File: config.mk
export PLATFORM = sky130hd
export DESIGN_NAME = operacion_seq
export DESIGN_NICKNAME = d
export VERILOG_FILES = /design/src/rtl/operacion_seq.sv
export SDC_FILE = /design/constraint.sdc
export NUM_CORES = 1
export LEC_CHECK = 0
export CAP_MARGIN = 5
export CELL_PAD_IN_SITES_DETAIL_PLACEMENT = 1
export CELL_PAD_IN_SITES_GLOBAL_PLACEMENT = 2
export CORE_MARGIN = 2
export CORE_UTILIZATION = 41
export CTS_BUF_LIST = sky130_fd_sc_hd__clkbuf_8
export DETAILED_ROUTE_END_ITERATION = 6
export MAX_ROUTING_LAYER = met4
export PLACE_DENSITY = 0.95
export SLEW_MARGIN = 20
export SYNTH_ARGS = -nofsm -noshare
export SYNTH_HDL_FRONTEND = slang
export SYNTH_SLANG_ARGS = --single-unit
export TNS_END_PERCENT = 1
File: constraint.sdc
create_clock -name clk -period 8.38 [get_ports clk]
set_input_delay 1.257 -clock clk [delete_from_list [all_inputs] [get_ports clk]]
set_output_delay 1.257 -clock clk [all_outputs]
set_load 0.005 [all_outputs]
File: src/rtl/operacion_seq.sv
// Sequential polynomial operation unit: X*X-Y, X+Y*X, X*Y, X*X+Y on W-bit operands,
// using an iterative shift-add multiplier, with valid/ready handshakes on both sides.
module operacion_seq #(
  parameter int unsigned W = 8
) (
  input  logic           clk,
  input  logic           rst_n,
  input  logic           in_valid,
  output logic           in_ready,
  input  logic [W-1:0]   X,
  input  logic [W-1:0]   Y,
  input  logic [1:0]     C,
  output logic           out_valid,
  input  logic           out_ready,
  output logic [2*W-1:0] res,
  output logic           neg
);

  localparam int unsigned CW = (W > 1) ? $clog2(W) : 1;

  typedef enum logic [1:0] {IDLE, MULT, ADJ, DONE} state_t;

  state_t         state_q, state_d;
  logic [W-1:0]   x_q, x_d, y_q, y_d;
  logic [1:0]     c_q, c_d;
  logic [2*W-1:0] acc_q, acc_d;
  logic [2*W-1:0] res_q, res_d;
  logic [CW-1:0]  cnt_q, cnt_d;
  logic           neg_q, neg_d;

  logic [2*W-1:0] x_ext, y_ext;
  logic [W-1:0]   mplr;
  logic [2*W:0]   diff;

  always_ff @(posedge clk or negedge rst_n) begin
    if (!rst_n) begin
      state_q <= IDLE;
      x_q     <= '0;
      y_q     <= '0;
      c_q     <= '0;
      acc_q   <= '0;
      res_q   <= '0;
      cnt_q   <= '0;
      neg_q   <= 1'b0;
    end else begin
      state_q <= state_d;
      x_q     <= x_d;
      y_q     <= y_d;
      c_q     <= c_d;
      acc_q   <= acc_d;
      res_q   <= res_d;
      cnt_q   <= cnt_d;
      neg_q   <= neg_d;
    end
  end

  always_comb begin
    x_ext   = {{W{1'b0}}, x_q};
    y_ext   = {{W{1'b0}}, y_q};
    // Modes 00/11 square X; modes 01/10 multiply X by Y.
    mplr    = (c_q == 2'b00 || c_q == 2'b11) ? x_q : y_q;
    // Extra top bit carries the borrow for X*X-Y.
    diff    = {1'b0, acc_q} - {1'b0, y_ext};

    state_d = state_q;
    x_d     = x_q;
    y_d     = y_q;
    c_d     = c_q;
    acc_d   = acc_q;
    res_d   = res_q;
    cnt_d   = cnt_q;
    neg_d   = neg_q;

    unique case (state_q)
      IDLE: begin
        if (in_valid) begin
          x_d     = X;
          y_d     = Y;
          c_d     = C;
          acc_d   = '0;
          cnt_d   = '0;
          state_d = MULT;
        end
      end
      MULT: begin
        if (mplr[cnt_q]) acc_d = acc_q + (x_ext << cnt_q);
        cnt_d = cnt_q + CW'(1);
        if (cnt_q == CW'(W - 1)) state_d = ADJ;
      end
      ADJ: begin
        neg_d = 1'b0;
        unique case (c_q)
          2'b00: begin
            res_d = diff[2*W-1:0];
            neg_d = diff[2*W];
          end
          2'b01:   res_d = acc_q + x_ext;
          2'b10:   res_d = acc_q;
          default: res_d = acc_q + y_ext;
        endcase
        state_d = DONE;
      end
      DONE: begin
        if (out_ready) state_d = IDLE;
      end
      default: state_d = IDLE;
    endcase
  end

  assign in_ready  = (state_q == IDLE);
  assign out_valid = (state_q == DONE);
  assign res       = res_q;
  assign neg       = neg_q;

endmodule

==> reports/notes.md <==
The run finished, with violations left. The checks that failed: design-rule violations. Entering global routing, the biggest net connects 57 pins. The number of instances resized during post-cts repair was 0; the number of antenna diodes was 0.

The library cell used most frequently in the layout, excluding fill and tap cells, is sky130_fd_sc_hd__dfrtp_1. Counting the warning lines in the Yosys log gives 0. The tools report the number of antenna violations at the first check in global routing as 0.

The type recorded for the worst min-delay path is flip-flop to flip-flop. The slack of the worst reg-to-reg path was 4920 ps. The start of the worst register-to-register path was cnt_q[1].

The final routed DRC violation total was 3. The final total negative setup slack was 0 ps; the cell area after synthesis was 4871 um2. The internal portion of total power was 1.155 mW; the height of the die was 113.0 um. TritonCTS created 5 clock buffers. The startpoint-to-endpoint class of the critical path is flip-flop to flip-flop. The global routing report lists combined usage of all routing layers as 23.24%. For the number of setup buffers added after CTS, the log shows 0.

Cell depth of the worst hold path: 1. Across all setup checks in the final design, the least slack found is 4917 ps. The per-cell routed wire length was 19.38 um; the global route total overflow was 0. TritonCTS built the clock tree. The run gives 2.287 mW for the final total power. The first global-routing pass estimated 23.03 mm of wire. In this run the deepest clock path goes through 2 buffers. Sequential share of power: 24.9%.

The power report attributes to the combinational group a share of 67.6%. The synthesized instance count is 554. The tools report the hold slack as 512.3 ps. The worst path needs 3463 ps of the cycle, external delays included.

By count the netlist is led by 56 x sky130_fd_sc_hd__dfrtp_1, 55 x sky130_fd_sc_hd__nand2_1, 43 x sky130_fd_sc_hd__nor2_1. In the final layout, the share of cells above drive strength 1 is 9.359%. Remaining antenna violation count after routing: 0. Number of nets in the final layout: 641. The number of different library cells used by synthesis comes to 71.
[through the flow]
| step | instances | cell area, um2 |
|---|---|---|
| finish | 720 | 5438 |
| global route | 720 | 5438 |
| CTS | 720 | 5438 |
| detailed placement | 712 | 5341 |
| global placement | 712 | 5341 |
| floorplan | 554 | 4871 |
[kinds of logic (layout without fill, tap and decap cells)]
group | Yosys count | count (layout) | synth area share [%]
and+or+nand+nor | 174 | 174 | 17.72
AOI/OAI and AO/OA | 165 | 165 | 23.58
buffers and inverters | 57 | 80 | 4.906
DFF | 56 | 56 | 28.77
muxes | 45 | 45 | 10.99
adders and majority gates | 43 | 43 | 11.51
xor gates and xnor gates | 14 | 14 | 2.517
[worst register-to-register path, stage by stage, from the launching register on]
cell                      delay, ps
sky130_fd_sc_hd__dfrtp_1        810
sky130_fd_sc_hd__mux2_2         420
sky130_fd_sc_hd__o21ai_0        250
sky130_fd_sc_hd__mux2i_1        150
sky130_fd_sc_hd__ha_1           380
sky130_fd_sc_hd__a21oi_1        320
sky130_fd_sc_hd__o21ai_0        150
sky130_fd_sc_hd__a31oi_1        180
sky130_fd_sc_hd__nand2_1         80
sky130_fd_sc_hd__or3_1          360
sky130_fd_sc_hd__a32o_1         260
[sequential cells by signal (all words and copies together) (netlist names)]
signal and flops:
acc_q 16, c_q 2, cnt_q 3, neg 1
res 16, state_q 2, x_q 8, y_q 8
[routing by layer]
layer	global-route usage, %	wire length, um	share of wire (%)	up-vias
met5	-	0	0	-
met4	7.642	291	2.1	0
met3	2.357	509	3.6	14
met2	38.55	6806	49	67
met1	29.98	6348	45	2177
li1	-	-	-	2087
[power by group through the flow]
stage	combinational [mW]	clock [mW]	sequential [mW]
2_1_floorplan	1.19	0	0.476
3_3_place_gp	1.48	0	0.566
3_5_place_dp	1.54	0	0.576
4_1_cts	1.55	0.179	0.569
5_1_grt	1.72	0.184	0.592
6_report	1.54	0.171	0.570
[area by class of cell]
class | instances | area, um2
Fill cell | 1397 | 6078
Timing Repair Buffer | 44 | 425.4
Clock buffer | 5 | 68.82
Clock inverter | 3 | 27.53
Sequential cell | 56 | 1401
Inverter | 28 | 105.1
Multi-Input combinational cell | 441 | 3231
Tap cell | 143 | 178.9
[worst max-delay path by stage]
stage / cells after the start / start / end / slack, ps
after floorplan: 12 / cnt_q[0] / acc_q[11] / 5290
after global placement: 10 / cnt_q[1] / acc_q[14] / 5040
after detailed placement: 9 / cnt_q[0] / acc_q[12] / 4920
after CTS: 10 / cnt_q[1] / acc_q[14] / 4910
after global routing: 9 / cnt_q[0] / acc_q[12] / 4630
final: 10 / cnt_q[1] / acc_q[14] / 4920
Fig. 1: sequential cells grouped by signal name
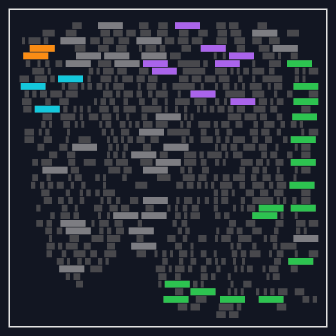
netlist name	colour	placed flops
res	green	16
cnt_q	cyan	3
state_q	orange	2
y_q	purple	8
not coloured	27

Fig. 2: PDN straps and rails
Pins as bars on the die edge.
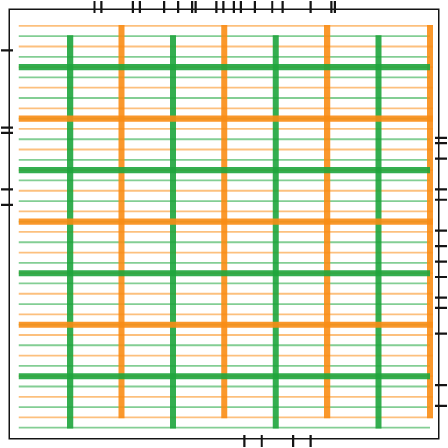
net	colour
VDD	orange
VSS	green
met1 rails	40
rows	39
met4 straps	8
signal pins	41
met5 straps	7

Fig. 3: logic cells by family
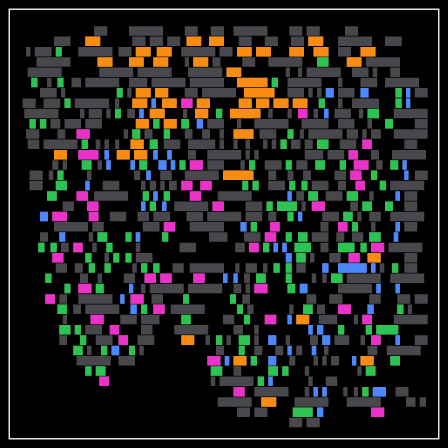
family	colour	cells
aoi and oai cells	green	118
non-inverting ao/oa cells	magenta	47
mux cells	orange	45
nor cells	blue	63

Fig. 4: a small window of the routed layout
Window x 3 to 53, y 60 to 110 um. Cells in grey, sequential cells in the stronger grey; small squares are vias.
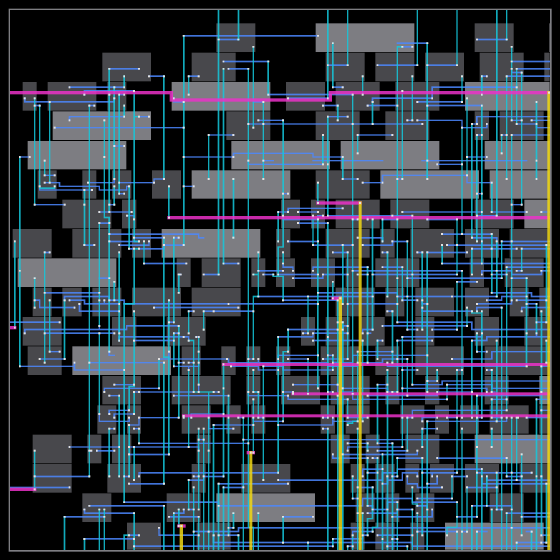
layer	colour
M2	cyan
M3	magenta
M1	blue
M4	yellow
most frequent	dfrtp_1 (17), nand2_1 (14), nor2_1 (13)
netlist names of flops here include	x_q (8), acc_q (3), cnt_q (3)
cells with their middle in the window	141
sequential cells in the window	17

Fig. 5: the clock network
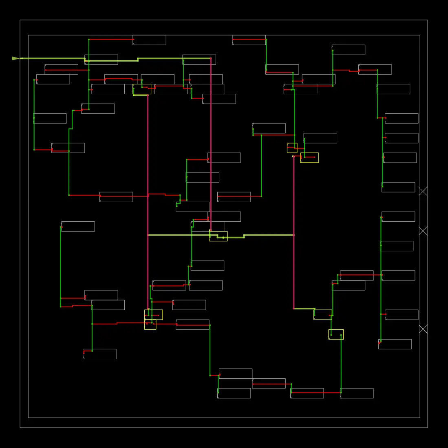
clock insertion delay at the later pin of the skew report: 350 ps
number of sequential cells: 56

Power is estimated from default activity; no workload was simulated.
